Fig. 1: run 1, logic cells by family
Scale: 3 px per µm.
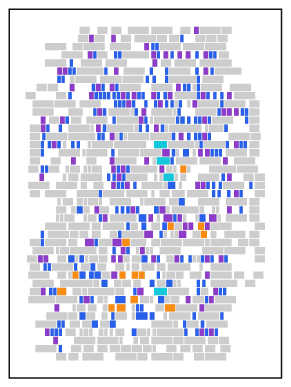
Fig. 2: run 1, routed metal, one color a layer
Scale: 2 px per µm. Two of the layers only.
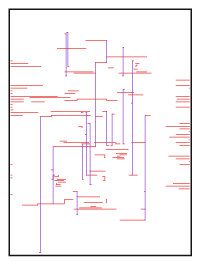
Fig. 3: run 1, clock routing
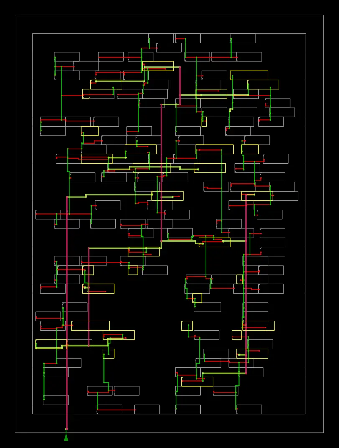
Fig. 4: run 1, metal 4
Scale: 3 px per µm.
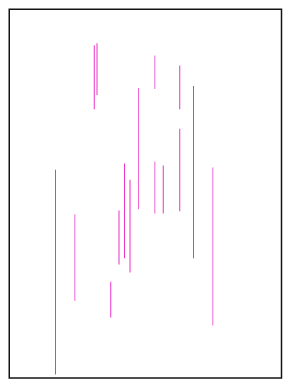
Design sisc_loader_flat, sky130hd; sources not shown.
==> run summary, run 1 <==
Physical implementation

Across the VDD grid, the largest voltage drop is between 0.5 and 0.6 mV. The reported combinational group power is between 0.1 and 0.15 mW. Per the layout report, the design carries 20 clock buffers. The synthesis report lists the Yosys warning total as 0. The share of the core filled with cells in the final layout is between 70 and 80%.

For reference, the top cells by area after synthesis are dfxtp_1, nand2_1, a21oi_1. The cell area after synthesis is 4782 µm². The number of logged tool warnings is 27.

The CTS log lists the clock sinks for this run as between 100 and 150. The share of the core filled by cells before placement is between 50% and 60%. The flip-flop and latch power is between 1.5 and 2 mW. The synthesis-to-finish area growth is 32.86%.

The global routing usage on met2 is slightly above 40%. In the post-route analysis, the smallest setup slack over all paths is roughly 0.14 ns. Internal power comes to between 3 and 4 mW. The cell type with the highest occurrence count on the critical path is nor4_2. TritonRoute output was used to compute an average wire per cell of around 15 µm. The clock latency at the later pin of the worst-skew pair is around 0.42 ns. The final period utilization is between 90% and 100%. The global-route met3 utilization is 6.376%. Non-clock buffering takes up approximately 16% of total cell area after layout. Of the total power, the clock network draws 56.6%. The met1 layer wirelength in the final routing is slightly below 5000 µm. Per the summary, power density relative to cell area is between 600 and 700 nW/µm². Combinational cells account for 3.0% of the total power. The type of element launching the critical path is a flip-flop. According to the report, the first pass of detailed routing completed in 5 iterations. The number of nets with antenna violations after routing is 0. The count of input and output buffers is 80. Setup violations remaining at the end of the flow were counted as 0.

The worst path buffer plus inverter count is 0. In the synthesized netlist, the number of instances is about 600. The maximum fanout encountered on the critical timing path is 7. The yosys stat chip area is about 4800 µm².

The number of stages on the worst hold path is 2. In the final layout, flip-flops and latches take up roughly 36% of the cell area. Looking at the clock tree report, the H-tree level count equals 4. The number of multi-input combinational cells in the layout is approximately 440. Counting distinct cell types in the post-synthesis netlist gives between 40 and 50. Entering global routing, the biggest net connects 17 pins.

For reference, full adder, half adder and majority cells occupy less than 1% of the area reported after synthesis. In the global route stage, met1 resource usage came out at 25.06%. The timing report gives the worst reg2reg path a setup slack of 0.14 ns. According to the hold report, the worst path is of the flip-flop to flip-flop type. The TritonCTS clock tree is done.

The type of the setup path with the least slack is flip-flop to flip-flop. Net switching is around a fifth of the power. The XOR/XNOR share of the synthesized area is under 10%. The share of final layout cell area taken by clock buffers and inverters is 10.00%. The relative slew slack is 43.13%. The number of antenna diodes in the final layout is 0. By instance count after routing, the leading logic cell types are nand2_1, dfxtp_1, a21oi_1. The group drawing the most power is clock. The initial antenna violation count is 0. The summed area of non-filler cells in the final layout is 6354 µm². The layout buffer count excluding clock buffers is between 100 and 150.

The run finished with clean final reports. The largest cell class by area is registers. The non-clock inverter instance count of the final layout is 5. The sequential share of power is between 40% and 50%. In this run, placement finished with an instance count of between 700 and 800. The kind of cell adding the most delay to the critical path is simple AND/OR/NAND/NOR gates. The vertical die dimension is 122.4 µm.

The clock root buffer is clkbuf_16. The analysis attributes to net switching a power of between 0.8 and 0.9 mW. Once the clock tree was built, the setup fixing pass inserted 0 buffers.

The most common cell in the synthesized netlist is nand2_1. The clock transition at the register clock pins on the worst setup and hold paths after CTS is approximately 0.05 ns. The share of the synthesized area in the top cell type is 47.72%. The mux contribution to synthesized area is under 10%. The length of routed met3 wiring is roughly 740 µm. The standard-cell row count is roughly 41. After clock tree synthesis, the flow added hold-fix buffers numbering 0. The share of final-layout standard cells stronger than drive strength 1 is about 7.3%.

Once iteration 0 of detailed routing completed, the report listed 294 DRC markers. Per the Yosys statistics, synthesis produced between 500 and 600 cells. Summed over all nets, wire length on met2 after detailed routing comes to around 6300 µm. The most used routing layer in global routing is met2. Setup repair after global routing left no endpoint under its margin.

The leakage power total is about 2.2 nW. When the netlist entered floorplanning its net count stood at around 610. The transition time at the pin with the least slew margin is approximately 0.85 ns.

Per the OpenROAD floorplan log, the area of the core is 8926 µm². The fill cell instance count of the final layout is slightly above 700. The number of pins exceeding their max-slew limit in the final report is 0. The number of hold violations in the final report is 0. In this run the deepest clock path goes through 2 buffers. By count the netlist is led by nand2_1, dfxtp_1, a21oi_1. Counting buffers and inverters, the worst setup path is 8 cells deep.

The final-layout setup total negative slack is 0 ns. Per the timing report, the achievable frequency comes out to between 0.3 and 0.4 GHz. The count of boundary I/O pins is 81. Per the detail_route report, vias per standard cell equal about 5.5. The wire length of the first global-routing pass is between 20000 and 25000 µm.

Setup slack on the worst path after placement came out at -0.08447 ns. A synthesized cell averages between 7 and 8 µm². Summing all multi-input logic gate instances after layout gives 2282 µm². Once placement finished, the instance area stood at around 5700 µm². The post-synthesis sequential element count is between 100 and 150. The timing report gives the biggest stage delay along the critical path as 0.41 ns. The clock period could shrink to about 2.6 ns.
Notes on Fig. 1 above:
[and/or cells] orange | cells: 14
[nand cells] blue | cells: 206
[aoi and oai cells] purple | cells: 104
[fa/ha/maj cells] cyan | cells: 4 | where: center
top logic cell by instance count in the layout: nand2_1
filler-free cell count of the finished design: 817
logic share of the area: 35.92%

Notes on Fig. 2 above:
[M3] red | wire length: 745 µm
[M4] purple | wire length: 460 µm
total wirelength of the detailed-routed design: 12400 µm
total routing resource utilization after global routing: 23.13%

Notes on Fig. 3 above:
number of sequential storage elements: 114
clock network power: 2.38 mW
cts bufs inserted: 17

Notes on Fig. 4 above:
longest straight run: 68.0 µm
wire length on this layer: 460 µm
share of all routed wire: 3.7%
nets with wire on the layer: 13
main direction: vertical
number of vias in the routed layout: 4477

--- run 2 (diff from run 1) ---
MAX_ROUTING_LAYER = met4   (was not set)
PLACE_DENSITY = 0.8   (was 0.81)
Fig. 5: run 2, metal 4
Scale: 3 px per µm.
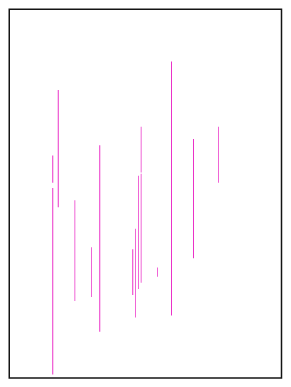
total wirelength of the detailed-routed design: 12120 µm
number of vias in the routed layout: 4461

Fig. 6: run 2, clock routing
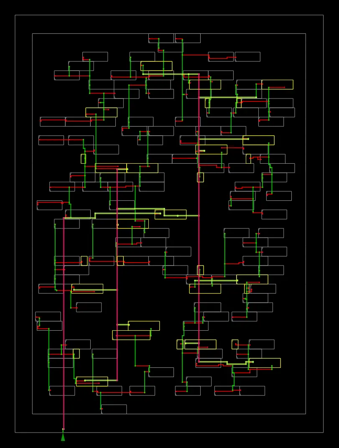
# clock sinks: 114
clock buffer count: 22
clock insertion delay at the later pin of the skew report: 0.41 ns

==> run 2 against run 1 <==
Clock-buffer cell count grew 2. Non-clock buffer count grew 2. Synthesized area is the same. First-iteration DRC count grew 8.8%. Largest cell class is now multi-input combinational cells. Largest power group unchanged.
==> run summary, run 2 <==
Physical implementation

Among all stages on the critical path, the maximum delay recorded is ~0.41 ns. The die is around 90 µm wide. The final period utilization is between 90% and 100%. The XOR/XNOR share of the synthesized area is 6.593%. The warning tally printed by Yosys for this design is 0. The most common cell in the synthesized netlist is nand2_1.

The antenna diode count is 0. The chip occupies 11050 µm². Across the whole layout, storage elements account for roughly 2300 µm². The via count of the first global-routing pass was about 4300.

The cell count after placement is about 800. The internal portion of the total power is ~3.0 mW. The count of TritonRoute iterations in the first routing pass is 6. In this run the remaining antenna-violating nets after routing total 0. The design draws around 3.8 mW.

The number of H-tree levels is 4. The run finished with clean final reports. The post-detailed-route via-to-cell ratio is about 5.5. Entering global routing, the biggest net connects 17 pins. The largest cell class by area is multi-input combinational cells. The worst-case clock buffer depth is 2.

Per the layout report, the design carries approximately 740 filler cells. The relative slew slack is about 44%. The post-synthesis sequential area ratio is between 40% and 50%. Row generation in the floorplan step produced 41 rows. The report gives the cell count of the worst hold path as 2.

The share of async-settable or async-resettable flops after synthesis is 0%. The fmax is ~0.39 GHz. The transition time recorded at the tightest slew-check pin is 0.8319 ns. The total number of sequential cells is 114. The share of final-layout standard cells stronger than drive strength 1 is 6.901%. The number of flip-flops under the largest register name is 32.

Recorded from the global router log, the overflow total was 0. Sorting the Yosys area breakdown by cell type puts at the top dfxtp_1. The aoi/oai-family share of the synthesized area is 11.93%.

Yosys reported a register bit count of approximately 110. The vertical die dimension reported for this design is 122.4 µm. The synth_stat.txt file lists the number of cells as approximately 600. Yosys attributes the largest share of cell area to dfxtp_1, nand2_1, a21oi_1.

In this run, the clock network consumes about half of the power. The global routing usage on met2 is approximately two fifths. The share of the core filled with cells in the final layout is 69.96%.

The worst setup path is launched from a flip-flop. For reference, the critical path cell chain is ha_2 > and3_1 > mux2_4 > nor4_2 > o2111ai_1 > nor4_2 > a21o_1 > a211oi_1. The critical path runs through a total of 8 cells. The type of element capturing the critical path is a flip-flop. Per the layout report, the design carries 5 non-clock inverters. The standard cell core area is about 8900 µm². The critical-path cell with the highest stage delay is dfxtp_2. Counting flops with a built-in enable in the synthesized netlist gives 0. The power per cell area is 603.4 nW/µm².

The top metal layer carrying routed signals is met4. The layout buffer count excluding clock buffers is between 100 and 150. The script extracted a net switching power of a little under 0.8 mW. The total length of routed met2 wires is about 6000 µm. The number of hold violations in the final report is 0. The clock network power is 1.94 mW. The number of pins exceeding their max-slew limit in the final report is 0. The first global-routing pass estimated between 20000 and 25000 µm of wire. Per the post-run analysis, buffers plus inverters along the critical path come to 0. The count of input and output buffers is 80. For flop-to-flop paths, the worst setup slack is between 0.15 and 0.2 ns.

In this run the layout overhead on the synthesized area is reported as 30.59%. By count the netlist is led by nand2_1, dfxtp_1, a21oi_1. The share of cell area taken by multi-input logic gates is around 37%. Sequential cells account for a little under half of the total power.

Detailed routing placed a total of 700 µm of wire on met3. Setup total negative slack on the finished layout was measured at 0 ns. The detailed-route DRC error count is 0. The cell area after synthesis is 4782 µm². The classification of the worst-slack hold path is flip-flop to flip-flop. Setup repair after global routing left no endpoint under its margin. The share of total power consumed by net switching is a little over a fifth. The count of boundary I/O pins is 81.

The share of final layout cell area taken by clock buffers and inverters is 8.155%. Leaving out fill and tap cells, the most frequent cell in the layout is nand2_1. The required time reported for the critical path endpoint is 2.93 ns. Setup slack on the worst path after placement came out at -0.04523 ns. Setup violations remaining at the end of the flow were counted as 0. After clock tree synthesis, the flow added hold-fix buffers numbering 0. The power report attributes to the combinational group a share of 3.3%. The flop share of the area is between 30% and 40%. The minimum hold slack is 0.4024 ns. The chip area line in the Yosys stat output reads about 4800 µm².

In the layout the tool counted multi-input logic cells amounting to roughly 440. The count of max-cap constraint violations is 0. The setup fix buffers added after clock tree synthesis is 0. The area fraction in full adders, half adders and majority gates is less than 1%.

For this floorplan the total number of well-tap instances is around 110. The group drawing the most power is clock. Counting every net in the synthesized netlist gives slightly above 600.

The type of the setup path with the least slack is flip-flop to flip-flop. Looking at the critical path, the highest net fanout was 7. The clock transition at the register clock pins on the worst setup and hold paths after CTS is ~0.050 ns.

Measured in cells, the most critical reg-to-reg path has a length of 8. The met1 layer wirelength in the final routing is roughly 4800 µm. The initial antenna violation count came to 0. The main logic family after synthesis is simple AND/OR/NAND/NOR gates. The reported combinational group power is approximately 0.12 mW.

The buffer share of cell area is about 16%. The area of combinational cells with multiple inputs is approximately 2300 µm². Setup slack on the critical path of the routed design comes to ~0.16 ns. The global-route met3 utilization is 5.886%. The leakage power total is ~2.1 nW. Counting I/O delays and the setup requirement, the final critical path takes around 2.5 ns. For the sequential group, total power comes out at between 1.5 and 2 mW. The kind of cell with the highest combined delay along the critical path is simple AND/OR/NAND/NOR gates. TritonCTS built the clock tree. Per the TritonCTS log, the buffer count is 17. The global routing report lists met1 layer usage as between 20 and 30%. The share of synthesized area in the top cell type comes to roughly 48%. The portion of synthesized area spent on multiplexers is under 10%. The share of synthesized cell area in and, or, nand and nor gates is about a quarter. With fillers left out, the area of the finished cells amounts to ~6200 µm². The library cells used most frequently in the layout, excluding fill and tap cells, are nand2_1, dfxtp_1, a21oi_1. The average instance in the mapped netlist occupies approximately 8 µm².

The largest voltage drop on the vdd net is ~0.57 mV. The number of resized instances in the post-cts repair step is 0. The finished layout holds a little over 800 standard cells, fillers aside. The first routing iteration left ~320 violations. In this design, the critical path's most frequently occurring cell is nor4_2. The share of the core filled by cells before placement is 53.57%. The data arrival time reported for the critical path is roughly 2.8 ns. After technology mapping, the gate count stands at 598.

The instance area after placement is about 5700 µm². The number of different library cells in the post-synthesis netlist is ~45. The final-stage net count is slightly above 700. After global routing, the most crowded layer is met2. The number of logged tool warnings is 27. The commonest register cell after synthesis is dfxtp_1.

The estimated wirelength of the detail-placed design is 8915 µm. The clock root buffer is clkbuf_16.
Fig. 7: run 2, routed metal, one color a layer
Scale: 2 px per µm. Two of the layers only.
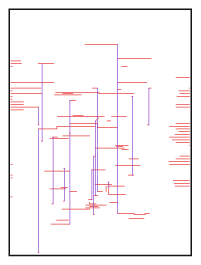
total routing resource utilization after global routing: 23.30%
routed wire length per instance: 14.83 µm

Power is estimated from default activity; no workload was simulated.
